==> config.mk <==
export PLATFORM = sky130hd
export DESIGN_NAME = dmem_arbiter
export DESIGN_NICKNAME = d
export VERILOG_FILES = /design/src/rtl/dmem_pkg.sv /design/src/rtl/dmem_rsp_slot.sv /design/src/rtl/dmem_arbiter.sv
export SDC_FILE = /design/constraint.sdc
export NUM_CORES = 1
export LEC_CHECK = 0
export ABC_AREA = 1
export CAP_MARGIN = 30
export CORE_AREA = 2 2 130 132
export CTS_CLUSTER_DIAMETER = 200
export DETAILED_ROUTE_END_ITERATION = 6
export DIE_AREA = 0 0 132 134
export HOLD_SLACK_MARGIN = 0.06
export PLACE_DENSITY = 0.79
export SYNTH_ARGS = -nofsm -noshare
export SYNTH_HDL_FRONTEND = slang
export SYNTH_SLANG_ARGS = --single-unit
==> constraint.sdc <==
create_clock -name clk -period 5.4 [get_ports clk]
set_clock_uncertainty 0.2 [all_clocks]
set_input_delay 0.54 -clock clk [delete_from_list [all_inputs] [get_ports clk]]
set_output_delay 0.54 -clock clk [all_outputs]
set_load 0.005 [all_outputs]
==> src/rtl/dmem_pkg.sv <==
// rtl/dmem_pkg.sv - shared types and constants for the data memory arbiter
package dmem_pkg;

    localparam int DEPTH_DEF = 256;
    localparam int AW_DEF    = 32;
    localparam int DW_DEF    = 32;

    localparam int              CNT_W   = 16;
    localparam logic [CNT_W-1:0] CNT_MAX = 16'hFFFF;

    typedef enum logic {
        PORT0 = 1'b0,
        PORT1 = 1'b1
    } port_e;

    typedef struct packed {
        logic [DW_DEF-1:0] rdata;
        logic              err;
    } rsp_t;

    function automatic logic [CNT_W-1:0] sat_inc(input logic [CNT_W-1:0] cnt);
        return (cnt == CNT_MAX) ? cnt : cnt + 1'b1;
    endfunction

endpackage

==> src/rtl/dmem_rsp_slot.sv <==
// rtl/dmem_rsp_slot.sv - per-port response buffer, eligibility and stall counter
module dmem_rsp_slot
    import dmem_pkg::*;
(
    input  logic              clk,
    input  logic              reset,
    input  logic              req_valid,
    input  logic              req_we,
    input  logic              in_range,
    input  logic              grant,
    input  logic              rsp_ready,
    input  logic [DW_DEF-1:0] mem_rdata,
    output logic              eligible,
    output logic              rsp_valid,
    output rsp_t              rsp,
    output logic [CNT_W-1:0]  stall_cnt
);

    // A pending response may be drained in the same cycle a new request lands.
    assign eligible = req_valid & (~rsp_valid | rsp_ready);

    always_ff @(posedge clk or negedge reset) begin
        if (!reset) begin
            rsp_valid <= 1'b0;
            rsp       <= '0;
            stall_cnt <= '0;
        end else begin
            if (grant) begin
                rsp_valid <= 1'b1;
                rsp.err   <= ~in_range;
                rsp.rdata <= (!req_we && in_range) ? mem_rdata : '0;
            end else if (rsp_valid && rsp_ready) begin
                rsp_valid <= 1'b0;
                rsp       <= '0;
            end

            if (req_valid && !grant) begin
                stall_cnt <= sat_inc(stall_cnt);
            end
        end
    end

endmodule

==> src/rtl/dmem_arbiter.sv <==
// rtl/dmem_arbiter.sv - round-robin two-port arbiter in front of a single-port data memory
module dmem_arbiter
    import dmem_pkg::*;
#(
    parameter int DEPTH = DEPTH_DEF,
    parameter int AW    = AW_DEF,
    parameter int DW    = DW_DEF
) (
    input  logic             clk,
    input  logic             reset,

    input  logic             p0_req_valid,
    input  logic             p0_req_we,
    input  logic [AW-1:0]    p0_req_addr,
    input  logic [DW-1:0]    p0_req_wdata,
    output logic             p0_req_ready,
    output logic             p0_rsp_valid,
    input  logic             p0_rsp_ready,
    output logic [DW-1:0]    p0_rsp_rdata,
    output logic             p0_rsp_err,

    input  logic             p1_req_valid,
    input  logic             p1_req_we,
    input  logic [AW-1:0]    p1_req_addr,
    input  logic [DW-1:0]    p1_req_wdata,
    output logic             p1_req_ready,
    output logic             p1_rsp_valid,
    input  logic             p1_rsp_ready,
    output logic [DW-1:0]    p1_rsp_rdata,
    output logic             p1_rsp_err,

    output logic             mem_we,
    output logic [AW-1:0]    mem_addr,
    output logic [DW-1:0]    mem_wdata,
    input  logic [DW-1:0]    mem_rdata,

    output logic [CNT_W-1:0] p0_stall_cnt,
    output logic [CNT_W-1:0] p1_stall_cnt
);

    port_e prio;
    logic  in_range0, in_range1;
    logic  eligible0, eligible1;
    logic  grant0, grant1;
    rsp_t  rsp0, rsp1;

    assign in_range0 = p0_req_addr < AW'(DEPTH);
    assign in_range1 = p1_req_addr < AW'(DEPTH);

    // Grants are suppressed during reset so nothing reaches the memory pins.
    assign grant0 = reset & eligible0 & (~eligible1 | (prio == PORT0));
    assign grant1 = reset & eligible1 & (~eligible0 | (prio == PORT1));

    assign p0_req_ready = grant0;
    assign p1_req_ready = grant1;

    always_ff @(posedge clk or negedge reset) begin
        if (!reset) begin
            prio <= PORT0;
        end else if (grant0) begin
            prio <= PORT1;
        end else if (grant1) begin
            prio <= PORT0;
        end
    end

    assign mem_addr  = grant1 ? p1_req_addr  : p0_req_addr;
    assign mem_wdata = grant1 ? p1_req_wdata : p0_req_wdata;
    assign mem_we    = (grant0 & p0_req_we & in_range0) | (grant1 & p1_req_we & in_range1);

    dmem_rsp_slot u_slot0 (
        .clk       (clk),
        .reset     (reset),
        .req_valid (p0_req_valid),
        .req_we    (p0_req_we),
        .in_range  (in_range0),
        .grant     (grant0),
        .rsp_ready (p0_rsp_ready),
        .mem_rdata (mem_rdata),
        .eligible  (eligible0),
        .rsp_valid (p0_rsp_valid),
        .rsp       (rsp0),
        .stall_cnt (p0_stall_cnt)
    );

    dmem_rsp_slot u_slot1 (
        .clk       (clk),
        .reset     (reset),
        .req_valid (p1_req_valid),
        .req_we    (p1_req_we),
        .in_range  (in_range1),
        .grant     (grant1),
        .rsp_ready (p1_rsp_ready),
        .mem_rdata (mem_rdata),
        .eligible  (eligible1),
        .rsp_valid (p1_rsp_valid),
        .rsp       (rsp1),
        .stall_cnt (p1_stall_cnt)
    );

    assign p0_rsp_rdata = rsp0.rdata;
    assign p0_rsp_err   = rsp0.err;
    assign p1_rsp_rdata = rsp1.rdata;
    assign p1_rsp_err   = rsp1.err;

endmodule

m4.png
Bar = 50 um.
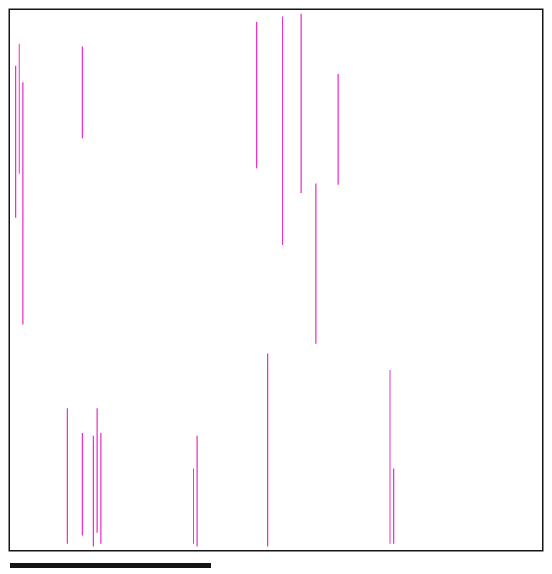
share of all routed wire = 2.9%
main direction = vertical
nets with wire on the layer = 18
wire length on this layer = 653 um

gates.png
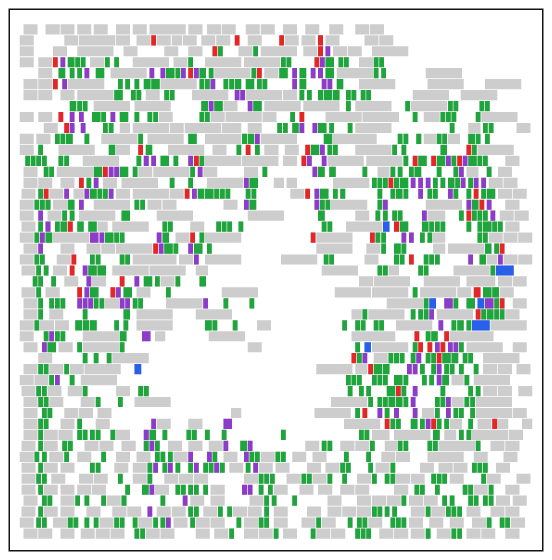
red -> inv cells  # cells 61
green -> nand cells  # cells 604, where spread over the die
purple -> nor cells  # cells 134, where spread over the die
blue -> aoi and oai cells  # cells 7

==> impl_metrics.ini <==
; synthesis and place-and-route metrics
[synth]
synth_area_um2 = 6120
syn_avg_cell_area_um2 = 6.31
yosys_warnings = 0
netlist_instances = 970
fp_nets = 1140
ys_ff = 101

[power_and_ir_drop]
p_switching_mw = 0.618
p_leak_nw = 5.00

[floorplanning]
die_area_um2 = 17700

[final_timing]
rsz0062_at_grt = false
fin_crit_ps = 3830
slew_violations = 0

[grt]
grt_pass1_wl_um = 36200

[clock_network]
cts_hold_buf = 0
clk_root_buffer_cell = clkbuf_16
cts_buffer_depth = 2
cts_inserted_buffers = 9
path_clk_slew_ps = 70
cts_tree = yes

[drt]
via_per_inst = 4.84
vias = 7297

[run_status]
status = finished, final reports clean

[setup_path]
r2r_slack_ps = 2870
cp-end-kind = output pin
congestion_map.png
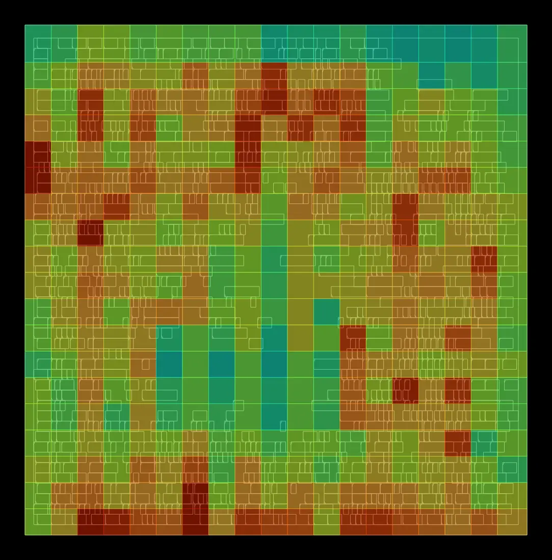
met3 Resource Use GR: 0.0763
GR peak layer: met2
Tot GR Track Use: 0.257
DR WL/cell: 15.2 um
routing usage on met2: 0.432

## metrics by stage
step	hold slack [ps]	util
after global placement	254	0.591
after floorplan	44.4	-
after global routing	183	0.616
after detailed placement	258	0.593
final	141	0.616
after CTS	154	0.616
## cells in the final DEF, fill, tap and decap left out, drive strengths merged
cell and instances:
a22oi 2, buf 14, bufinv 4, clkbuf 10
clkdlybuf4s50 333, clkinv 2, dfrtp 101, diode 1
ha 2, inv 61, nand2 500, nand3 58
nand4 46, nor2 134, o21ai 5, xnor2 7
xor2 7
## critical path, stage by stage
cell	delay [ps]
clkdlybuf4s50_1	590
nand3_1	170
nand2_1	280
clkinv_1	600
buf_4	430
clkdlybuf4s50_1	470
## cell usage after synthesis (all sizes together)
cell type	n
xnor2	7
nand3	58
xor2	7
clkinv	1
ha	2
nand2	500
buf	26
a22oi	2
nand4	46
o21ai	5
dfrtp	101
inv	60
nor2	134
clkbuf	21
## flip-flops by register name, indices dropped and copies added (netlist names)
register and cells:
u_slot1.rsp 33, u_slot1.rsp_valid 1, u_slot0.rsp_valid 1, u_slot0.stall_cnt 16, prio 1, u_slot0.rsp 33
u_slot1.stall_cnt 16
## layer usage
metal	track usage	wire length, um
met1	0.318	9360
met2	0.432	11100
met3	0.0763	1770
met4	0.0864	652
met5	0	0
## cells by family after synthesis
kind of cell             after synthesis  synth area share
adder cells (fa/ha/maj)                2           0.00409
buffers and inverters                108            0.0721
AND-OR/OR-AND                          7           0.00654
flip-flops                           101             0.413
AND/OR/NAND/NOR                      738             0.484
XOR/XNOR                              14            0.0200
## power groups by stage
stage	Sequential [mW]	Clock [mW]	Combinational, mW
final	0.852	0.810	0.598
after global routing	0.860	0.855	0.657
after CTS	0.852	0.829	0.601
after detailed placement	0.866	0	0.599
after global placement	0.865	0	0.590
after floorplan	0.857	0	0.222
## final timing paths
| kind | startpoint | to | depth (start not counted) |
|---|---|---|---|
| setup / recovery | p1_req_valid | p0_req_ready | 6 |
| hold / removal | reset | u_slot1.stall_cnt[2]$_DFFE_PN0P_ | 2 |
| setup reg to reg | u_slot0.rsp_valid$_DFFE_PN0P_ | u_slot1.stall_cnt[5]$_DFFE_PN0P_ | 7 |
| hold reg to reg | u_slot0.rsp[29]$_DFFE_PN0P_ | u_slot0.rsp[29]$_DFFE_PN0P_ | 2 |
| max in group asynchronous | reset | u_slot0.rsp[9]$_DFFE_PN0P_ | 3 |
| min in group clk | u_slot0.rsp[29]$_DFFE_PN0P_ | u_slot0.rsp[29]$_DFFE_PN0P_ | 2 |
## layout make-up
type | instances | share of cell area
multi-input combinational | 761 | 0.316
inverter | 61 | 0.0229
clock inverter | 6 | 0.0140
antenna | 1 | 0.000249
sequential | 101 | 0.252
tap | 220 | 0.0274
clock buffer | 10 | 0.0238
timing repair buffer | 347 | 0.344
Power and IR drop assume default switching activity.
